$ cat src/rtl/vreg_read_collector.sv
`default_nettype none
// ============================================================================
// Module      : vreg_read_collector
// Description : Collects per-port vreg operands from banked read arbiters and
//               presents them as one bundle once every requested port is read.
// Revision    : 1.0 - initial release
// ============================================================================
module vreg_read_collector #(
    parameter int PORT_NUM       = 5,
    parameter int READ_BANK_PORT = 2,
    parameter int BANK_NUM       = 4,
    parameter int ADDR_WIDTH     = 6,
    parameter int DATA_WIDTH     = 64
) (
    input  logic                                                    clk,
    input  logic                                                    rst,
    input  logic                                                    in_valid,
    output logic                                                    in_ready,
    input  logic [PORT_NUM-1:0][ADDR_WIDTH-1:0]                     in_addr,
    input  logic [PORT_NUM-1:0]                                     in_mask,
    output logic [PORT_NUM-1:0][ADDR_WIDTH-1:0]                     vreg_addr,
    output logic [PORT_NUM-1:0]                                     vreg_read_select,
    input  logic [BANK_NUM-1:0][PORT_NUM-1:0]                       grant_sel,
    input  logic [BANK_NUM-1:0][READ_BANK_PORT-1:0][PORT_NUM-1:0]   grant_idx,
    input  logic [BANK_NUM-1:0][READ_BANK_PORT-1:0][DATA_WIDTH-1:0] bank_rdata,
    output logic                                                    out_valid,
    input  logic                                                    out_ready,
    output logic [PORT_NUM-1:0][DATA_WIDTH-1:0]                     out_data
);

    localparam logic [1:0] c_IDLE  = 2'd0;
    localparam logic [1:0] c_ISSUE = 2'd1;
    localparam logic [1:0] c_DRAIN = 2'd2;
    localparam logic [1:0] c_DONE  = 2'd3;

    logic [1:0]                                               r_state;
    logic [1:0]                                               w_state_nxt;
    logic [PORT_NUM-1:0][ADDR_WIDTH-1:0]                      r_addr;
    logic [PORT_NUM-1:0]                                      r_mask;
    logic [PORT_NUM-1:0]                                      r_issued;
    logic [PORT_NUM-1:0]                                      r_captured;
    logic [BANK_NUM-1:0][READ_BANK_PORT-1:0][PORT_NUM-1:0]    r_grant_q;
    logic [BANK_NUM-1:0][READ_BANK_PORT-1:0][PORT_NUM-1:0]    w_grant_q_nxt;
    logic [PORT_NUM-1:0][DATA_WIDTH-1:0]                      r_data;

    logic [PORT_NUM-1:0] w_sel_seen;
    logic [PORT_NUM-1:0] w_sel_multi;
    logic [PORT_NUM-1:0] w_idx_seen;
    logic [PORT_NUM-1:0] w_idx_multi;
    logic [PORT_NUM-1:0] w_pending;
    logic [PORT_NUM-1:0] w_port_ok;
    logic [PORT_NUM-1:0] w_new_issue;
    logic [PORT_NUM-1:0] w_bad_port;
    logic                w_bad_grant;
    logic                w_accept;

    assign in_ready         = (r_state == c_IDLE) && !rst;
    assign out_valid        = (r_state == c_DONE) && !rst;
    assign vreg_addr        = r_addr;
    assign out_data         = r_data;
    assign vreg_read_select = (r_state == c_ISSUE) ? (r_issued | ~r_mask) : {PORT_NUM{1'b1}};
    assign w_accept         = in_valid && in_ready;

    // Per-port grant census: a port granted by more than one bank/read port
    // in the same cycle is treated as an illegal grant and dropped.
    always_comb begin
        w_sel_seen  = '0;
        w_sel_multi = '0;
        w_idx_seen  = '0;
        w_idx_multi = '0;
        for (int p = 0; p < PORT_NUM; p++) begin
            for (int b = 0; b < BANK_NUM; b++) begin
                if (grant_sel[b][p]) begin
                    if (w_sel_seen[p]) w_sel_multi[p] = 1'b1;
                    w_sel_seen[p] = 1'b1;
                end
                for (int j = 0; j < READ_BANK_PORT; j++) begin
                    if (grant_idx[b][j][p]) begin
                        if (w_idx_seen[p]) w_idx_multi[p] = 1'b1;
                        w_idx_seen[p] = 1'b1;
                    end
                end
            end
        end
    end

    assign w_pending   = ~vreg_read_select;
    assign w_port_ok   = w_pending & ~w_sel_multi & ~w_idx_multi;
    assign w_new_issue = w_sel_seen & w_port_ok;
    assign w_bad_port  = (w_sel_seen | w_idx_seen) & ~w_port_ok;
    assign w_bad_grant = |w_bad_port;

    always_comb begin
        w_grant_q_nxt = '0;
        for (int b = 0; b < BANK_NUM; b++) begin
            for (int j = 0; j < READ_BANK_PORT; j++) begin
                w_grant_q_nxt[b][j] = grant_idx[b][j] & w_port_ok;
            end
        end
    end

    always_comb begin
        w_state_nxt = r_state;
        case (r_state)
            c_IDLE: begin
                if (w_accept) begin
                    w_state_nxt = (in_mask == '0) ? c_DONE : c_ISSUE;
                end
            end
            c_ISSUE: begin
                if (((r_issued | w_new_issue) & r_mask) == r_mask) begin
                    w_state_nxt = c_DRAIN;
                end
            end
            c_DRAIN: w_state_nxt = c_DONE;
            c_DONE: begin
                if (out_ready) w_state_nxt = c_IDLE;
            end
            default: w_state_nxt = c_IDLE;
        endcase
    end

    always_ff @(posedge clk) begin
        if (rst) begin
            r_state    <= c_IDLE;
            r_addr     <= '0;
            r_mask     <= '0;
            r_issued   <= '0;
            r_captured <= '0;
            r_grant_q  <= '0;
            r_data     <= '0;
        end else begin
            r_state   <= w_state_nxt;
            r_grant_q <= w_grant_q_nxt;
            if (w_accept) begin
                r_addr     <= in_addr;
                r_mask     <= in_mask;
                r_issued   <= '0;
                r_captured <= '0;
                r_data     <= '0;
            end else begin
                if (r_state == c_ISSUE) begin
                    r_issued <= r_issued | w_new_issue;
                end
                // Read data lands one cycle after its grant; route it by the
                // registered one-hot grant.
                for (int p = 0; p < PORT_NUM; p++) begin
                    for (int b = 0; b < BANK_NUM; b++) begin
                        for (int j = 0; j < READ_BANK_PORT; j++) begin
                            if (r_grant_q[b][j][p]) begin
                                r_data[p]     <= bank_rdata[b][j];
                                r_captured[p] <= 1'b1;
                            end
                        end
                    end
                end
            end
        end
    end

    always_ff @(posedge clk) begin
        if (!rst) begin
            a_grant_legal: assert (!w_bad_grant)
                else $warning("vreg_read_collector: illegal grant ignored, ports %b", w_bad_port);
        end
    end

endmodule
`default_nettype wire

$ cat config.mk
export PLATFORM = sky130hd
export DESIGN_NAME = vreg_read_collector
export DESIGN_NICKNAME = d
export VERILOG_FILES = /design/src/rtl/vreg_read_collector.sv
export SDC_FILE = /design/constraint.sdc
export NUM_CORES = 2
export LEC_CHECK = 0
export CAP_MARGIN = 20
export CORE_AREA = 2 2 376 378
export CTS_CLUSTER_SIZE = 25
export DETAILED_ROUTE_END_ITERATION = 6
export DIE_AREA = 0 0 378 380
export PLACE_DENSITY = 0.49
export REMOVE_ABC_BUFFERS = 1
export SLEW_MARGIN = 10
export SYNTH_ARGS = -nofsm -noshare
export SYNTH_HDL_FRONTEND = slang
export SYNTH_SLANG_ARGS = --single-unit
$ cat constraint.sdc
create_clock -name clk -period 1.9 [get_ports clk]
set_input_delay 0.285 -clock clk [delete_from_list [all_inputs] [get_ports clk]]
set_output_delay 0.285 -clock clk [all_outputs]
set_load 0.1 [all_outputs]
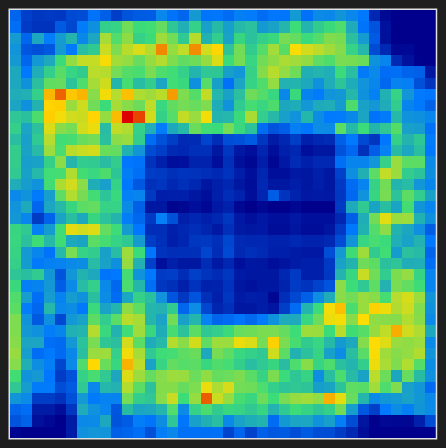
(images/wire_density.png)
38 x 38 tiles, from dark blue (low) to red (high), scaled to the fullest tile. Values are wire area over tile area, all layers added.
emptiest ninth of the die	center
nearly empty tiles	3.5%
densest ninth of the die	north-west
detail-routed net length per standard cell: 31.6 µm
total number of vias: 47910
wire length after detailed routing: 258000 µm

==> impl_table.tex <==
% Yosys + OpenROAD metrics
\begin{tabular}{lr}
\hline
Metric & Value \\
\hline
\multicolumn{2}{l}{\textbf{Outcome}} \\
Result of the run & finished with violations \\
Violated checks & DRC, setup timing \\
\multicolumn{2}{l}{\textbf{Worst setup path}} \\
Element type at the critical path start & flop \\
Required time of the critical path & 1.62 ns \\
Gate family responsible for the most delay along the worst path & buffers and inverters \\
Cells along the critical path & inv\_2, ha\_4, buf\_12, buf\_6, nand3b\_1, buf\_6, buf\_12 \\
Endpoint class of the critical path & output pin \\
Peak per-stage delay on the critical path & 0.34 ns \\
Minimum setup slack among reg-to-reg paths & -0.23 ns \\
\multicolumn{2}{l}{\textbf{Detailed routing}} \\
Remaining design rule violation count & 19 \\
Via-to-Cell Ratio & 5.87 \\
Total iterations of the first detailed-routing run & 7 \\
\multicolumn{2}{l}{\textbf{Logic synthesis}} \\
Average size of a mapped cell & 6.95 µm² \\
Number of synthesis warnings & 0 \\
Yosys top cell by area & sky130\_fd\_sc\_hd\_\_dfxtp\_1 \\
Area of the synthesized netlist per yosys stat & 34600 µm² \\
Fraction of registers with async set or reset after synthesis & 0 \\
Synthesized instance count & 4979 \\
Most common library cells after synthesis & sky130\_fd\_sc\_hd\_\_a21oi\_1, sky130\_fd\_sc\_hd\_\_o21ai\_0, sky130\_fd\_sc\_hd\_\_nand2\_1 \\
Total standard cell area after synthesis & 34600 µm² \\
\multicolumn{2}{l}{\textbf{Timing}} \\
Final-report hold violation count & 0 \\
TNS Setup & -29.59 ns \\
Crit path time final & 2.20 ns \\
Portion of the clock cycle consumed by the worst path in the final layout & 1.16 \\
Final setup fails & 337 \\
Setup slack after layout & -0.304 ns \\
\multicolumn{2}{l}{\textbf{Floorplan}} \\
Die Footprint & 144000 µm² \\
\multicolumn{2}{l}{\textbf{Placed design}} \\
Half-perimeter wire length of the detailed placement result & 174000 µm \\
Placed instance count & 7807 \\
Placed Area & 50200 µm² \\
\multicolumn{2}{l}{\textbf{Global route}} \\
Antenna violations before repair & 104 \\
\multicolumn{2}{l}{\textbf{Power and ir drop}} \\
Leakage power total & 21.3 nW \\
Power after layout & 29.9 mW \\
\multicolumn{2}{l}{\textbf{Clocking}} \\
Clock-pin transition on the worst setup and hold timing paths & 0.07 ns \\
CTS tree & built \\
\multicolumn{2}{l}{\textbf{Layout}} \\
Cell Count, Final, Fillers Out & 8168 \\
\hline
\end{tabular}
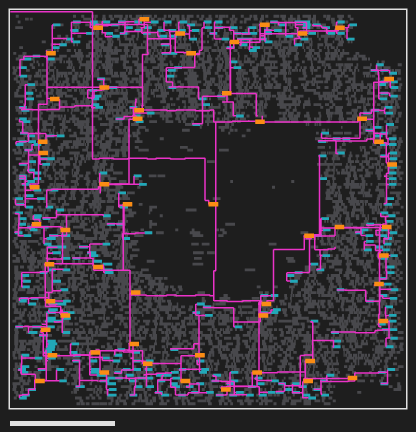
(images/clock_map.png)
The bar under the picture is 100 µm long.
[flip-flops] cyan | count: 402
[clock wires] magenta | length: 7900 µm
[cells driving clock nets] orange | count: 54
flops lie	widely spread
routed clock nets	55

[kinds of logic (layout without fill, tap and decap cells)]
| kind of cell | Yosys count | in the layout | share of synthesized area |
|---|---|---|---|
| mux | 642 | 642 | 0.194 |
| other cells | 0 | 72 | 0 |
| simple gates | 912 | 912 | 0.109 |
| compound gates | 2346 | 2346 | 0.386 |
| fa+ha+maj | 8 | 8 | 0.00268 |
| flops | 402 | 402 | 0.233 |
| xor+xnor | 4 | 4 | 0.00101 |
| buf+inv | 665 | 1906 | 0.0742 |
[power by group]
part | internal [mW] | switching, mW | leakage (nW)
logic | 4.42 | 5.18 | 17.1
clock network | 6.77 | 4.84 | 0.937
registers | 8.56 | 0.158 | 3.27
[worst register-to-register path, delay by kind of cell (launching register included)]
kind	cells	cell delay [ns]
AOI/OAI and AO/OA	5	1.12
adders and majority gates	1	0.14
DFF	1	0.33
and+or+nand+nor	1	0.05
buffers and inverters	4	0.39
[metal layers]
layer / track usage / vias up / routed length [µm]
li1: - / 20949 / -
met1: 0.393 / 22975 / 98400
met2: 0.518 / 3130 / 115000
met3: 0.0978 / 792 / 28600
met4: 0.180 / 64 / 16100
met5: 0 / - / 443
[state kept, by name (all words and copies together) (netlist names)]
register	flops
r_issued	5
out_data	320
vreg_addr	30
r_grant_q	40
r_state	2
r_mask	5
[cells in the final DEF, fill, tap and decap left out, drive strengths merged, types with 3 or more instances in the layout]
| cell type | instances |
|---|---|
| a22oi | 19 |
| diode | 72 |
| buf | 1022 |
| o211ai | 54 |
| and2 | 39 |
| bufbuf | 3 |
| clkbuf | 104 |
| and3 | 27 |
| nand2 | 527 |
| clkinv | 11 |
| a22o | 33 |
| a21oi | 981 |
| a2111oi | 6 |
| bufinv | 9 |
| a211oi | 7 |
| mux2i | 416 |
| o22ai | 25 |
| o21bai | 3 |
| clkdlybuf4s50 | 610 |
| nand3 | 51 |
| o21ai | 901 |
| clkinvlp | 3 |
| nor2 | 215 |
| nor3 | 24 |
| ha | 5 |
| nand2b | 3 |
| nor4 | 12 |
| maj3 | 3 |
| mux2 | 226 |
| nor2b | 8 |
| inv | 144 |
| xor2 | 4 |
| a211o | 14 |
| a31oi | 4 |
| a221oi | 287 |
| dfxtp | 402 |
[final timing paths]
check        cells past startpoint                          to                      start
max reg2reg                     11     r_state[1]$_SDFFE_PP0P_    r_state[1]$_SDFFE_PP0P_
min reg2reg                      2   out_data[54]$_SDFFE_PP0P_  out_data[54]$_SDFFE_PP0P_
max                              7         vreg_read_select[0]    r_state[1]$_SDFFE_PP0P_
min                              2  vreg_addr[11]$_SDFFE_PP0P_                in_addr[11]
[final cells by class]
class / instances / area, µm²
fill: 14031 / 79900
multi-input combinational: 3912 / 27300
timing repair buffer: 1666 / 18800
sequential: 402 / 8190
tap: 1876 / 2350
clock buffer: 73 / 1480
inverter: 139 / 527
clock inverter: 28 / 455
antenna: 72 / 180
[timing repair]
item | 4_1_cts | 5_1_grt
hold endpoints to repair | 0 | 0
pin swaps | 157 | 331
buffers inserted | 90 | 74
gates resized | 558 | 756
gates cloned | 32 | 41
setup endpoints to repair | 218 | 352
Power figures rest on the tool's default switching activity, not on a simulated workload.
